Close-up of the layout:
Bar = 10 um. Region (33, 15) to (58, 40) um. Cells in gray, sequential cells in the stronger gray; small squares are vias.
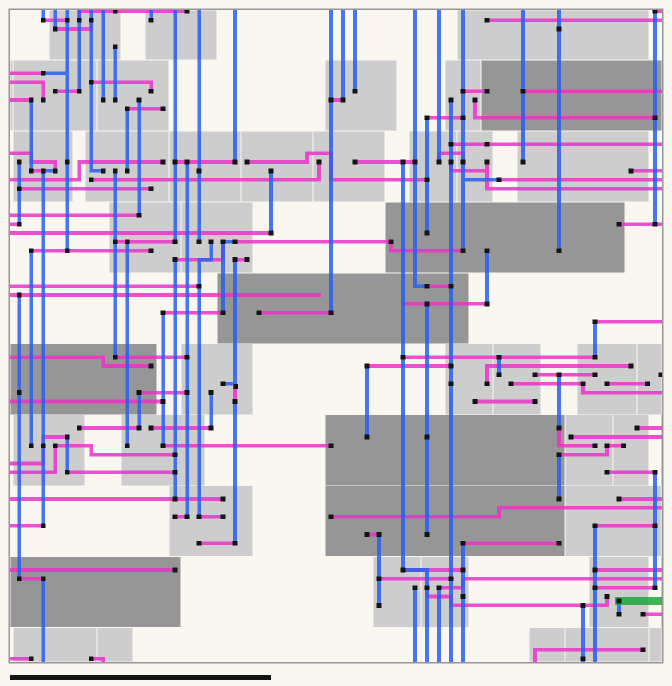
Placed standard cells:
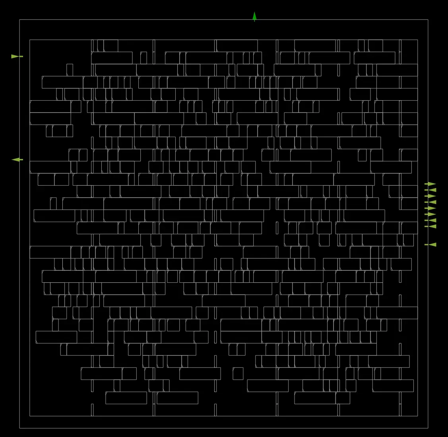
Clock wires, drivers and flops:
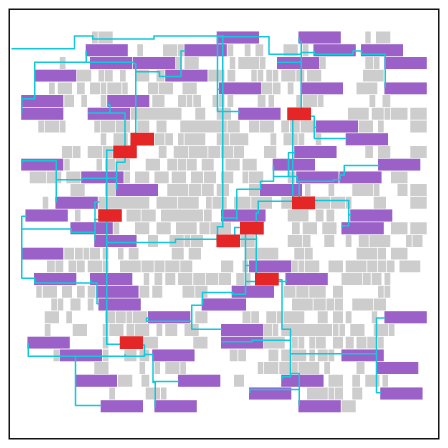
Gate-type map:
Bar = 20 um.
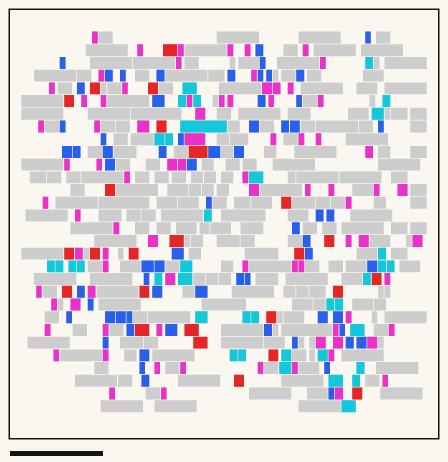
Routed metal per tile:
The die is cut into 18 by 18 equal tiles; black is low, pale yellow is high, scaled to the fullest tile. Values are wire area over tile area, all layers added.
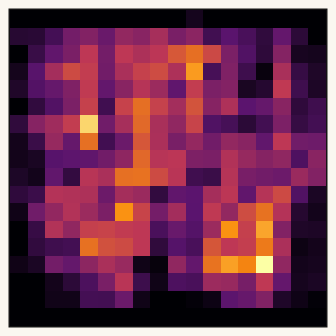
## src/rtl/led_mode_sequencer_if.sv

```systemverilog
// ---------------------------------------------------------------------------
// led_mode_sequencer_if : key event inputs and LED/mode/speed outputs. Rev 1.0
// ---------------------------------------------------------------------------
`default_nettype none

interface led_mode_sequencer_if;
  logic       key_flag0;
  logic       key_state0;
  logic       key_flag1;
  logic       key_state1;
  logic [1:0] led;
  logic [1:0] mode;
  logic [1:0] speed;

  modport master (
    output key_flag0, key_state0, key_flag1, key_state1,
    input  led, mode, speed
  );

  modport slave (
    input  key_flag0, key_state0, key_flag1, key_state1,
    output led, mode, speed
  );
endinterface

`default_nettype wire

```

## src/rtl/led_mode_sequencer.sv

```systemverilog
// ---------------------------------------------------------------------------
// led_mode_sequencer : key presses select mode/speed of a 2-bit LED pattern
// (off, blink, alternate, PWM breathe). Rev 1.0
// ---------------------------------------------------------------------------
`default_nettype none

module led_mode_sequencer #(
  parameter int TICK_BASE      = 12500000,
  parameter int STEP_TICKS     = 48828,
  parameter int PWM_BITS       = 8,
  parameter bit LED_ACTIVE_LOW = 1'b0
) (
  input  wire logic          Clk,
  input  wire logic          Rst,
  led_mode_sequencer_if.slave bus
);

  typedef enum logic [1:0] {
    MODE_OFF     = 2'd0,
    MODE_BLINK   = 2'd1,
    MODE_ALT     = 2'd2,
    MODE_BREATHE = 2'd3
  } mode_e;

  localparam int TW = $clog2(TICK_BASE);
  localparam int SW = $clog2(STEP_TICKS);
  localparam logic [TW:0]         TICK_PERIOD0 = (TW+1)'(TICK_BASE);
  localparam logic [SW:0]         STEP_PERIOD0 = (SW+1)'(STEP_TICKS);
  localparam logic [PWM_BITS-1:0] DUTY_MAX     = '1;
  localparam logic [PWM_BITS-1:0] DUTY_ONE     = PWM_BITS'(1);
  localparam logic [1:0]          LED_OFF      = LED_ACTIVE_LOW ? 2'b11 : 2'b00;

  mode_e               mode_q, mode_d;
  logic [1:0]          speed_q, speed_d;
  logic [TW-1:0]       tick_cnt;
  logic [SW-1:0]       step_cnt;
  logic [PWM_BITS-1:0] pwm_cnt;
  logic [PWM_BITS-1:0] duty;
  logic                dir_down;
  logic                phase;
  logic [1:0]          led_q;

  logic                press0, press1, restart, breathe;
  logic [TW:0]         tick_period;
  logic [SW:0]         step_period;
  logic                tick, step, raw;
  logic [1:0]          pat;

  assign press0  = bus.key_flag0 & ~bus.key_state0;
  assign press1  = bus.key_flag1 & ~bus.key_state1;
  assign restart = press0 | press1;
  assign breathe = (mode_q == MODE_BREATHE);

  // Periods are >= 8 at speed 0, so a shift of at most 3 never reaches 0.
  assign tick_period = TICK_PERIOD0 >> speed_q;
  assign step_period = STEP_PERIOD0 >> speed_q;
  assign tick        = ({1'b0, tick_cnt} == (tick_period - 1'b1));
  assign step        = ({1'b0, step_cnt} == (step_period - 1'b1));
  assign raw         = (pwm_cnt < duty);

  always_comb begin
    mode_d  = mode_q;
    speed_d = speed_q;
    if (press0) mode_d  = mode_e'(mode_q + 2'd1);
    if (press1) speed_d = speed_q + 2'd1;
  end

  always_comb begin
    pat = 2'b00;
    case (mode_q)
      MODE_OFF:     pat = 2'b00;
      MODE_BLINK:   pat = {phase, phase};
      MODE_ALT:     pat = {phase, ~phase};
      MODE_BREATHE: pat = {raw, raw};
      default:      pat = 2'b00;
    endcase
  end

  always_ff @(posedge Clk or posedge Rst) begin
    if (Rst) begin
      mode_q   <= MODE_OFF;
      speed_q  <= 2'd0;
      tick_cnt <= '0;
      step_cnt <= '0;
      pwm_cnt  <= '0;
      duty     <= '0;
      dir_down <= 1'b0;
      phase    <= 1'b0;
      led_q    <= LED_OFF;
    end else begin
      mode_q  <= mode_d;
      speed_q <= speed_d;
      led_q   <= LED_ACTIVE_LOW ? ~pat : pat;
      if (restart) begin
        tick_cnt <= '0;
        step_cnt <= '0;
        pwm_cnt  <= '0;
        duty     <= '0;
        dir_down <= 1'b0;
        phase    <= 1'b0;
      end else begin
        tick_cnt <= tick ? '0 : tick_cnt + 1'b1;
        if (tick) phase <= ~phase;
        if (breathe) begin
          step_cnt <= step ? '0 : step_cnt + 1'b1;
          pwm_cnt  <= pwm_cnt + 1'b1;
          // Triangle ramp: direction flips on the step that lands on an end.
          if (step) begin
            if (!dir_down) begin
              duty <= duty + 1'b1;
              if (duty == DUTY_MAX - 1'b1) dir_down <= 1'b1;
            end else begin
              duty <= duty - 1'b1;
              if (duty == DUTY_ONE) dir_down <= 1'b0;
            end
          end
        end else begin
          step_cnt <= '0;
          pwm_cnt  <= '0;
          duty     <= '0;
          dir_down <= 1'b0;
        end
      end
    end
  end

  assign bus.led   = led_q;
  assign bus.mode  = mode_q;
  assign bus.speed = speed_q;

endmodule

`default_nettype wire
```

## src/flat_wrapper.sv

```systemverilog
// flat-port wrapper written by rule: the top's interface ports become plain ports
module led_mode_sequencer_flat 
#(
  parameter int TICK_BASE      = 12500000,
  parameter int STEP_TICKS     = 48828,
  parameter int PWM_BITS       = 8,
  parameter bit LED_ACTIVE_LOW = 1'b0
)
  (Clk, Rst, bus_key_flag0, bus_key_state0, bus_key_flag1, bus_key_state1, bus_led, bus_mode, bus_speed);
  led_mode_sequencer_if bus_i ();
  input  wire logic Clk;
  input  wire logic Rst;
  input wire logic [$bits(bus_i.key_flag0)-1:0] bus_key_flag0;
  input wire logic [$bits(bus_i.key_state0)-1:0] bus_key_state0;
  input wire logic [$bits(bus_i.key_flag1)-1:0] bus_key_flag1;
  input wire logic [$bits(bus_i.key_state1)-1:0] bus_key_state1;
  output wire logic [$bits(bus_i.led)-1:0] bus_led;
  output wire logic [$bits(bus_i.mode)-1:0] bus_mode;
  output wire logic [$bits(bus_i.speed)-1:0] bus_speed;
  assign bus_i.key_flag0 = bus_key_flag0;
  assign bus_i.key_state0 = bus_key_state0;
  assign bus_i.key_flag1 = bus_key_flag1;
  assign bus_i.key_state1 = bus_key_state1;
  assign bus_led = bus_i.led;
  assign bus_mode = bus_i.mode;
  assign bus_speed = bus_i.speed;
  led_mode_sequencer #(.TICK_BASE(TICK_BASE), .STEP_TICKS(STEP_TICKS), .PWM_BITS(PWM_BITS), .LED_ACTIVE_LOW(LED_ACTIVE_LOW)) u_core (.Clk(Clk), .Rst(Rst), .bus(bus_i));
endmodule
```

## config.mk

```make
export PLATFORM = sky130hd
export DESIGN_NAME = led_mode_sequencer_flat
export DESIGN_NICKNAME = d
export VERILOG_FILES = /design/src/rtl/led_mode_sequencer_if.sv /design/src/rtl/led_mode_sequencer.sv /design/src/flat_wrapper.sv
export SDC_FILE = /design/constraint.sdc
export NUM_CORES = 1
export LEC_CHECK = 0
export CAP_MARGIN = 30
export CORE_MARGIN = 2
export CORE_UTILIZATION = 49
export CTS_CLUSTER_DIAMETER = 200
export DETAILED_ROUTE_END_ITERATION = 7
export GPL_ROUTABILITY_DRIVEN = 0
export PLACE_DENSITY = 0.63
export SLEW_MARGIN = 20
export SYNTH_ARGS = -nofsm -noshare
export SYNTH_HDL_FRONTEND = slang
export SYNTH_SLANG_ARGS = --single-unit
```

## constraint.sdc

```tcl
create_clock -name Clk -period 2.6 [get_ports Clk]
set_input_delay 0.52 -clock Clk [delete_from_list [all_inputs] [get_ports Clk]]
set_output_delay 0.52 -clock Clk [all_outputs]
set_load 0.01 [all_outputs]
```

==> results.json <==
{
  "area_growth_syn_to_layout_pct": 16.4,
  "numCtsBuffers": 9,
  "die_area_sq_um": 8380,
  "setup_viol": 0,
  "syn_avg_cell_area_sq_um": 9.42,
  "final_area_sq_um": 4370,
  "cts_hold_buf": 0,
  "clk_pin_slew_ns": 0.08,
  "tightest_slew_ns": 0.470,
  "initCoreUtil": 0.513,
  "dpl-instance-area_sq_um": 4040,
  "mi_logic_area_sq_um": 2010,
  "arrival_ns": 2.71,
  "synth_seq_share": 0.426,
  "holdCritPathClass": "input pin to asynchronous set/reset pin",
  "crit_required_ns": 2.86,
  "power.leakage_uw": 0.00186,
  "relSlewSlack": 0.679,
  "critPathMaxStageDelay_ns": 0.44,
  "warnings": 38,
  "synth_stat.cells": 399,
  "coreArea_sq_um": 7330,
  "layout-drive-gt1-share": 0.121,
  "crit_chain": "buf_4 > buf_4 > ha_1 > or3b_2 > a22oi_1 > o2111ai_1 > buf_4 > or3_1 > a31oi_1",
  "preCtsSetupSlack_ns": 0.157,
  "cts_root_buffer": "clkbuf_8",
  "critPathTopFamily": "simple AND/OR/NAND/NOR gates",
  "grt_start_max_net_pins": 32,
  "worst_slack_ns": 0.148,
  "drv_cap": 0,
  "flop_cell": "dfrtp_1",
  "grt_pass1_wl_um": 13700,
  "syn-cell-area_sq_um": 3760,
  "cp.buffers_inverters": 3,
  "drt_iter0_drc": 139,
  "wl_um": 7920,
  "finalNetCount": 463,
  "largest_area_cell": "dfrtp_1",
  "r2r-end": "u_core.dir_down",
  "grt_overflow_total": 0,
  "power_density_nw_per_um2": 703,
  "peakVddDrop_mv": 0.533,
  "cp_max_fo": 16,
  "finalClockPeriodUsage": 0.943,
  "grt_pass1_vias": 2850,
  "r2r_slack_ns": 0.15,
  "endpoint_kind": "flop",
  "period_needed_ns": 2.45,
  "synth_nets": 430,
  "ys_top_cells_by_area": "dfrtp_1, ha_1, xor2_1, nor2_1, xnor2_1",
  "die_w_um": 91.6,
  "reg2regPathDepth": 9,
  "skew_ns": 0.00969,
  "outcome": "complete, no violations",
  "maxSlewViolCount": 0,
  "synth-seq-cells": 64,
  "cts_tree": "built",
  "holdWs_ns": 0.476,
  "crit_top_cell": "buf_4",
  "diodes": 0,
  "path_class": "flop to flop"
}
## Picture notes: 'close-up of the layout'
- metal 2: blue
- metal 3: green
- metal 1: magenta
- cells with their middle in the window: 38
- most frequent: buf_4 (6), dfrtp_1 (6), nand3b_1 (3)
- netlist names of flops here include: u_core.duty (2), u_core.pwm_cnt (2), u_core.step_cnt (2)
- sequential cells in the window: 7

## Picture notes: 'placed standard cells'
tally of filler cells in the layout: 646
Rows: 31
Seq/total area: 0.367

## Picture notes: 'clock wires, drivers and flops'
- clock drivers: red (count 9)
- flip-flops: purple (count 64)
- clock wires: cyan (length 845 um)
- flops lie: widely spread
- routed clock nets: 10
clk latency late pin: 0.34 ns
Clk power: 1040 uW

## Picture notes: 'gate-type map'
- aoi and oai cells: cyan (cells 37)
- nand cells: blue (cells 66)
- and/or cells: red (cells 25)
- nor cells: magenta (cells 82; where widely spread)
logic share of the area: 0.460
post-route insts no fill: 536
dominant logic cell type in the layout: dfrtp_1

## Picture notes: 'routed metal per tile'
- mean over tiles: 0.15
- fullest tile: 0.51
- tiles over half the peak: 16%
- nearly empty tiles: 15%
- densest ninth of the die: center
vias: 2857
Avg WL per Cell: 14.8 um

-- cells by family (layout without fill, tap and decap cells) --
| kind of cell | after synthesis | after routing |
|---|---|---|
| adders and majority gates | 25 | 25 |
| muxes | 2 | 2 |
| xor gates and xnor gates | 59 | 59 |
| DFF | 64 | 64 |
| buffers and inverters | 35 | 73 |
| AOI/OAI and AO/OA | 41 | 41 |
| and+or+nand+nor | 173 | 173 |
-- routing by layer --
metal | part of all wire | GRT usage | up-vias
met5 | 0 | 0 | -
met4 | 0.010 | 0.0745 | 0
met3 | 0.031 | 0.0340 | 6
met2 | 0.49 | 0.332 | 51
met1 | 0.47 | 0.273 | 1381
li1 | - | - | 1419
-- worst max-delay path by stage --
stage | start | endpoint | slack [ns]
finish | u_core.bus.speed[1] | u_core.dir_down | 0.15
detailed placement | u_core.bus.speed[0] | u_core.tick_cnt[5] | 0.16
global placement | u_core.bus.speed[0] | u_core.dir_down | 0.23
global route | u_core.bus.speed[1] | u_core.phase | -0.01
CTS | u_core.bus.speed[0] | u_core.tick_cnt[5] | 0.14
floorplan | u_core.bus.speed[0] | u_core.tick_cnt[17] | 0.16
-- where the power goes --
group	internal (uW)	switching, uW	leakage, uW
combinational	452	454	0.000860
sequential	1050	74.4	0.000880
clock	638	401	0.000119
-- cell usage in the layout (no fill, tap or decap), drive strengths merged, types with 11 or more instances in the layout --
cell type,n
nand3,21
xnor2,26
inv,22
clkdlybuf4s50,11
a21oi,13
xor2,33
dfrtp,64
buf,24
nor2,61
nand2,23
ha,25
nand4,12
o21ai,12
-- synth_stat cells (all sizes together), types with 2 or more instances --
master	instances
a21oi	13
or3b	4
ha	25
a2111oi	2
nor2	61
xnor2	26
clkbuf	6
or3	8
nor2b	6
o21ai	12
buf	7
dfrtp	64
nand3	21
mux2i	2
a211oi	2
inv	22
nor4	8
a31oi	3
a21o	2
and3	8
nand4	12
xor2	33
and4	2
and2	3
nand2b	4
nand2	23
nor3	6
nand3b	6
-- layout make-up --
| cell class | instances | share of cell area |
|---|---|---|
| multi-input combinational | 300 | 0.460 |
| sequential | 64 | 0.367 |
| timing repair buffer | 35 | 0.0701 |
| clock buffer | 9 | 0.0283 |
| tap | 99 | 0.0283 |
| clock inverter | 7 | 0.0275 |
| inverter | 22 | 0.0195 |
-- repair_timing --
action	in CTS	in global routing
resized	0	10
hold endpoints to repair	0	0
endpoints found under the setup margin	0	17
setup buffers	0	7
-- registers in the layout, summed over array words and instances, names as in the netlist --
signal	cells
u_core.tick_cnt	24
u_core.bus.speed	2
u_core.pwm_cnt	8
u_core.phase	1
u_core.step_cnt	16
u_core.dir_down	1
u_core.bus.led	2
u_core.bus.mode	2
u_core.duty	8
-- stage by stage --
| stage | power, uW | setup TNS [ns] |
|---|---|---|
| after floorplan | 1630 | 0 |
| after global placement | 1920 | 0 |
| after detailed placement | 1940 | 0 |
| after CTS | 2990 | 0 |
| after global routing | 3230 | -0.0141 |
| final | 3070 | 0 |
No activity file was given, so power comes from the tool's default toggle rates.
